Fig. 1: where the registers sit
Bar = 20 µm. Other sequential cells in the stronger gray, the rest of the logic in the fainter gray.
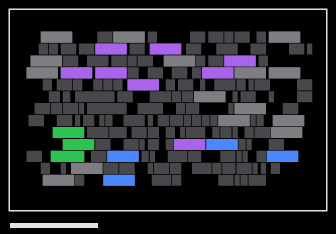
Fig. 2: routed metal per tile
Bar = 20 µm. The die is cut into 14 by 9 equal tiles; dark blue is low, red is high, scaled to the fullest tile. Values are wire area over tile area, all layers added.
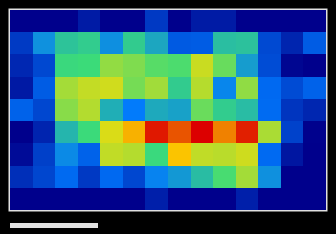
Fig. 3: met1 routing
Bar = 20 µm.
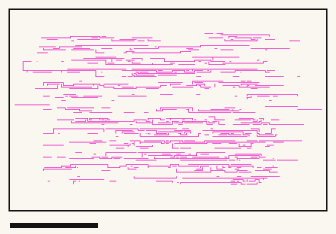
===== config.mk =====
export PLATFORM = sky130hd
export DESIGN_NAME = uart_rx_flat
export DESIGN_NICKNAME = d
export VERILOG_FILES = /design/src/rtl/uart_rx_if.sv /design/src/rtl/uart_rx.sv /design/src/flat_wrapper.sv
export SDC_FILE = /design/constraint.sdc
export NUM_CORES = 1
export LEC_CHECK = 0
export CAP_MARGIN = 20
export CORE_ASPECT_RATIO = 0.6
export CORE_MARGIN = 3
export CORE_UTILIZATION = 54
export CTS_CLUSTER_SIZE = 10
export DETAILED_ROUTE_END_ITERATION = 6
export GPL_ROUTABILITY_DRIVEN = 0
export PLACE_DENSITY = 0.77
export SLEW_MARGIN = 40
export SYNTH_ARGS = -nofsm -noshare
export SYNTH_HDL_FRONTEND = slang
export SYNTH_SLANG_ARGS = --single-unit

===== constraint.sdc =====
create_clock -name clk -period 1.9 [get_ports clk]
set_input_delay 0.19 -clock clk [delete_from_list [all_inputs] [get_ports clk]]
set_output_delay 0.19 -clock clk [all_outputs]
set_load 0.005 [all_outputs]

===== src/rtl/uart_rx_if.sv =====
// Serial-in / parallel-out bundle between the UART receiver and its consumer.
// The receiver takes the slave modport. The master modport is for whoever drives the line and the baud tick.
interface uart_rx_if #(
   parameter int DATA_WIDTH = 8
);
   logic                  i_16x_baud_en;
   logic                  i_rx;
   logic [DATA_WIDTH-1:0] o_rx_data;
   logic                  o_rx_valid;
   logic                  o_frame_err;
   logic                  o_parity_err;
   logic                  o_busy;

   modport master (
      output i_16x_baud_en, i_rx,
      input  o_rx_data, o_rx_valid, o_frame_err, o_parity_err, o_busy
   );

   modport slave (
      input  i_16x_baud_en, i_rx,
      output o_rx_data, o_rx_valid, o_frame_err, o_parity_err, o_busy
   );
endinterface


===== src/rtl/uart_rx.sv =====
// UART receiver: 16x oversampled, LSB-first, optional parity, one stop bit.
// Reports framing and parity errors with every completed word.
//
// state       | meaning
// ------------+-----------------------------------------------------------
// S_IDLE      | line idle, waiting for a low sample on a tick
// S_START     | qualifying the start bit at its mid-point (tick 7)
// S_DATA      | sampling DATA_WIDTH data bits, one every 16 ticks
// S_PARITY    | sampling the parity bit
// S_STOP      | sampling the stop bit, publishing the word
// S_WAIT_HIGH | line held low after the frame (break / framing error)
module uart_rx #(
   parameter int DATA_WIDTH = 8,
   parameter int PARITY_EN  = 0,
   parameter int PARITY_ODD = 0
) (
   input logic        clk,
   input logic        rst_n,
   uart_rx_if.slave   rx_bus
);

   localparam int BW = (DATA_WIDTH > 1) ? $clog2(DATA_WIDTH) : 1;
   localparam logic [BW-1:0] BIT_LAST = BW'(DATA_WIDTH - 1);

   localparam logic [2:0] S_IDLE      = 3'd0;
   localparam logic [2:0] S_START     = 3'd1;
   localparam logic [2:0] S_DATA      = 3'd2;
   localparam logic [2:0] S_PARITY    = 3'd3;
   localparam logic [2:0] S_STOP      = 3'd4;
   localparam logic [2:0] S_WAIT_HIGH = 3'd5;

   logic                  rx_meta;
   logic                  rx_s;
   logic [2:0]            state;
   logic [3:0]            tick_cnt;
   logic [BW-1:0]         bit_cnt;
   logic [DATA_WIDTH-1:0] shift_reg;
   logic                  parity_bit;
   logic [DATA_WIDTH-1:0] rx_data;
   logic                  rx_valid;
   logic                  frame_err;
   logic                  parity_err;
   logic                  tick;
   logic                  parity_mis;

   assign tick       = rx_bus.i_16x_baud_en;
   assign parity_mis = (^shift_reg) ^ parity_bit ^ (PARITY_ODD != 0);

   // Synchroniser resets to the idle level so reset never fakes a start bit.
   always_ff @(posedge clk) begin
      if (!rst_n) begin
         rx_meta <= 1'b1;
         rx_s    <= 1'b1;
      end else begin
         rx_meta <= rx_bus.i_rx;
         rx_s    <= rx_meta;
      end
   end

   always_ff @(posedge clk) begin
      if (!rst_n) begin
         state      <= S_IDLE;
         tick_cnt   <= 4'd0;
         bit_cnt    <= '0;
         shift_reg  <= '0;
         parity_bit <= 1'b0;
         rx_data    <= '0;
         rx_valid   <= 1'b0;
         frame_err  <= 1'b0;
         parity_err <= 1'b0;
      end else begin
         // Valid is cleared every clk so the pulse stays one cycle wide at any baud ratio.
         rx_valid <= 1'b0;
         if (tick) begin
            case (state)
               S_IDLE: begin
                  if (!rx_s) begin
                     tick_cnt <= 4'd0;
                     state    <= S_START;
                  end
               end
               S_START: begin
                  if (tick_cnt == 4'd7) begin
                     if (rx_s) begin
                        state <= S_IDLE;
                     end else begin
                        tick_cnt <= 4'd0;
                        bit_cnt  <= '0;
                        state    <= S_DATA;
                     end
                  end else begin
                     tick_cnt <= tick_cnt + 4'd1;
                  end
               end
               S_DATA: begin
                  tick_cnt <= tick_cnt + 4'd1;
                  if (tick_cnt == 4'd15) begin
                     shift_reg <= {rx_s, shift_reg[DATA_WIDTH-1:1]};
                     if (bit_cnt == BIT_LAST) begin
                        state <= (PARITY_EN != 0) ? S_PARITY : S_STOP;
                     end else begin
                        bit_cnt <= bit_cnt + 1'b1;
                     end
                  end
               end
               S_PARITY: begin
                  tick_cnt <= tick_cnt + 4'd1;
                  if (tick_cnt == 4'd15) begin
                     parity_bit <= rx_s;
                     state      <= S_STOP;
                  end
               end
               S_STOP: begin
                  tick_cnt <= tick_cnt + 4'd1;
                  if (tick_cnt == 4'd15) begin
                     rx_data    <= shift_reg;
                     frame_err  <= ~rx_s;
                     parity_err <= parity_mis && (PARITY_EN != 0);
                     rx_valid   <= 1'b1;
                     state      <= rx_s ? S_IDLE : S_WAIT_HIGH;
                  end
               end
               S_WAIT_HIGH: begin
                  if (rx_s) state <= S_IDLE;
               end
               default: state <= S_IDLE;
            endcase
         end
      end
   end

   assign rx_bus.o_rx_data    = rx_data;
   assign rx_bus.o_rx_valid   = rx_valid;
   assign rx_bus.o_frame_err  = frame_err;
   assign rx_bus.o_parity_err = parity_err;
   assign rx_bus.o_busy       = (state != S_IDLE);

endmodule


===== src/flat_wrapper.sv =====
// flat-port wrapper written by rule: the top's interface ports become plain ports
module uart_rx_flat 
#(
   parameter int DATA_WIDTH = 8,
   parameter int PARITY_EN  = 0,
   parameter int PARITY_ODD = 0
)
  (clk, rst_n, rx_bus_i_16x_baud_en, rx_bus_i_rx, rx_bus_o_rx_data, rx_bus_o_rx_valid, rx_bus_o_frame_err, rx_bus_o_parity_err, rx_bus_o_busy);
  uart_rx_if #(.DATA_WIDTH(DATA_WIDTH)) rx_bus_i ();
  input logic clk;
  input logic rst_n;
  input wire logic [$bits(rx_bus_i.i_16x_baud_en)-1:0] rx_bus_i_16x_baud_en;
  input wire logic [$bits(rx_bus_i.i_rx)-1:0] rx_bus_i_rx;
  output wire logic [$bits(rx_bus_i.o_rx_data)-1:0] rx_bus_o_rx_data;
  output wire logic [$bits(rx_bus_i.o_rx_valid)-1:0] rx_bus_o_rx_valid;
  output wire logic [$bits(rx_bus_i.o_frame_err)-1:0] rx_bus_o_frame_err;
  output wire logic [$bits(rx_bus_i.o_parity_err)-1:0] rx_bus_o_parity_err;
  output wire logic [$bits(rx_bus_i.o_busy)-1:0] rx_bus_o_busy;
  assign rx_bus_i.i_16x_baud_en = rx_bus_i_16x_baud_en;
  assign rx_bus_i.i_rx = rx_bus_i_rx;
  assign rx_bus_o_rx_data = rx_bus_i.o_rx_data;
  assign rx_bus_o_rx_valid = rx_bus_i.o_rx_valid;
  assign rx_bus_o_frame_err = rx_bus_i.o_frame_err;
  assign rx_bus_o_parity_err = rx_bus_i.o_parity_err;
  assign rx_bus_o_busy = rx_bus_i.o_busy;
  uart_rx #(.DATA_WIDTH(DATA_WIDTH), .PARITY_EN(PARITY_EN), .PARITY_ODD(PARITY_ODD)) u_core (.clk(clk), .rst_n(rst_n), .rx_bus(rx_bus_i));
endmodule

==> GITHUB_STEP_SUMMARY <==
### Yosys + OpenROAD results

| Metric | Value |
|---|---|
| Status | `complete, no violations` |
| Most numerous cell on the critical path | `sky130_fd_sc_hd__ha_4` |
| Warnings from Yosys | `0` |
| H-Tree Depth | `2` |
| Yosys cell count | `142` |
| Non-clock buffers, area share | `11.4%` |
| Port Buffer Count | `14` |
| Peak supply drop | `0.000393 V` |
| Vias per Instance | `5.75` |
| WL/cell | `14.9 µm` |
| IO Pins | `16` |
| Part of the Yosys area used for sequential elements | `42.5%` |
| Cell types occupying the most area after synthesis | `sky130_fd_sc_hd__dfxtp_1 (43%), sky130_fd_sc_hd__mux2i_1 (15%), sky130_fd_sc_hd__nor2b_1 (7.1%)` |
| Maximum number of pins on one net before global-route repair | `22` |
| CTS Hold Buffers Added | `0` |
| Main logic family after synthesis | `simple AND/OR/NAND/NOR gates` |
| Number of max-slew violations in the final report | `0` |
| Met2 Usage GRT | `28.3%` |
| Synthesized area per cell | `9.95 µm²` |
| Xor/xnor cell area share of the yosys netlist | `0%` |
| Number of instances in the synthesized netlist | `142` |
| Worst Setup EP | `u_core.bit_cnt[2]$_SDFFE_PN0P_` |
| Setup-violating endpoint count in the final report | `0` |
| Switching power | `237 µW` |
| Library cell occupying the most area in the post-synthesis netlist | `sky130_fd_sc_hd__dfxtp_1` |
| Portion of total power attributed to the clock network | `40.0%` |
| CTS max path bufs | `2` |
| Total clock buffers created by CTS | `5` |
| Count of clock-net buffers in the final layout | `7` |
| Stage-log warning count | `26` |
| Largest area class, layout | `multi-input combinational cells` |
| Core utilization of the finished layout | `72.7%` |
| Setup Crit Path Kind | `reg -> reg` |
| Critical-path cell list | `ha_4 > ha_4 > or4b_4 > o32a_1 > nor2_4 > mux2i_1` |
| Setup clock skew after layout | `0.00119 ns` |
| Met3 wire length | `155 µm` |
| Number of maximum-capacitance violations | `0` |
| Yosys cell types | `41` |
| Most frequent standard cell in the layout excluding fill and tap cells | `sky130_fd_sc_hd__dfxtp_1` |
| Half-perimeter wire length after placement | `2.04 mm` |
-- Fig. 1 (at the start) --
u_core.tick_cnt: shown in blue, flops 4. u_core.bit_cnt: shown in green, flops 3. u_core.shift_reg: shown in purple, flops 8.

-- Fig. 2 (at the start) --
The mean over all tiles is 0.14. The densest ninth of the die: center. 25% of the tiles are over half the peak. 23% of the tiles are nearly empty.

-- Fig. 3 (at the start) --
The layer holds 52% of the routed length. The layer carries 1460 µm of wire. The longest straight run is 28.5 µm.

No activity file was given, so power comes from the tool's default toggle rates.
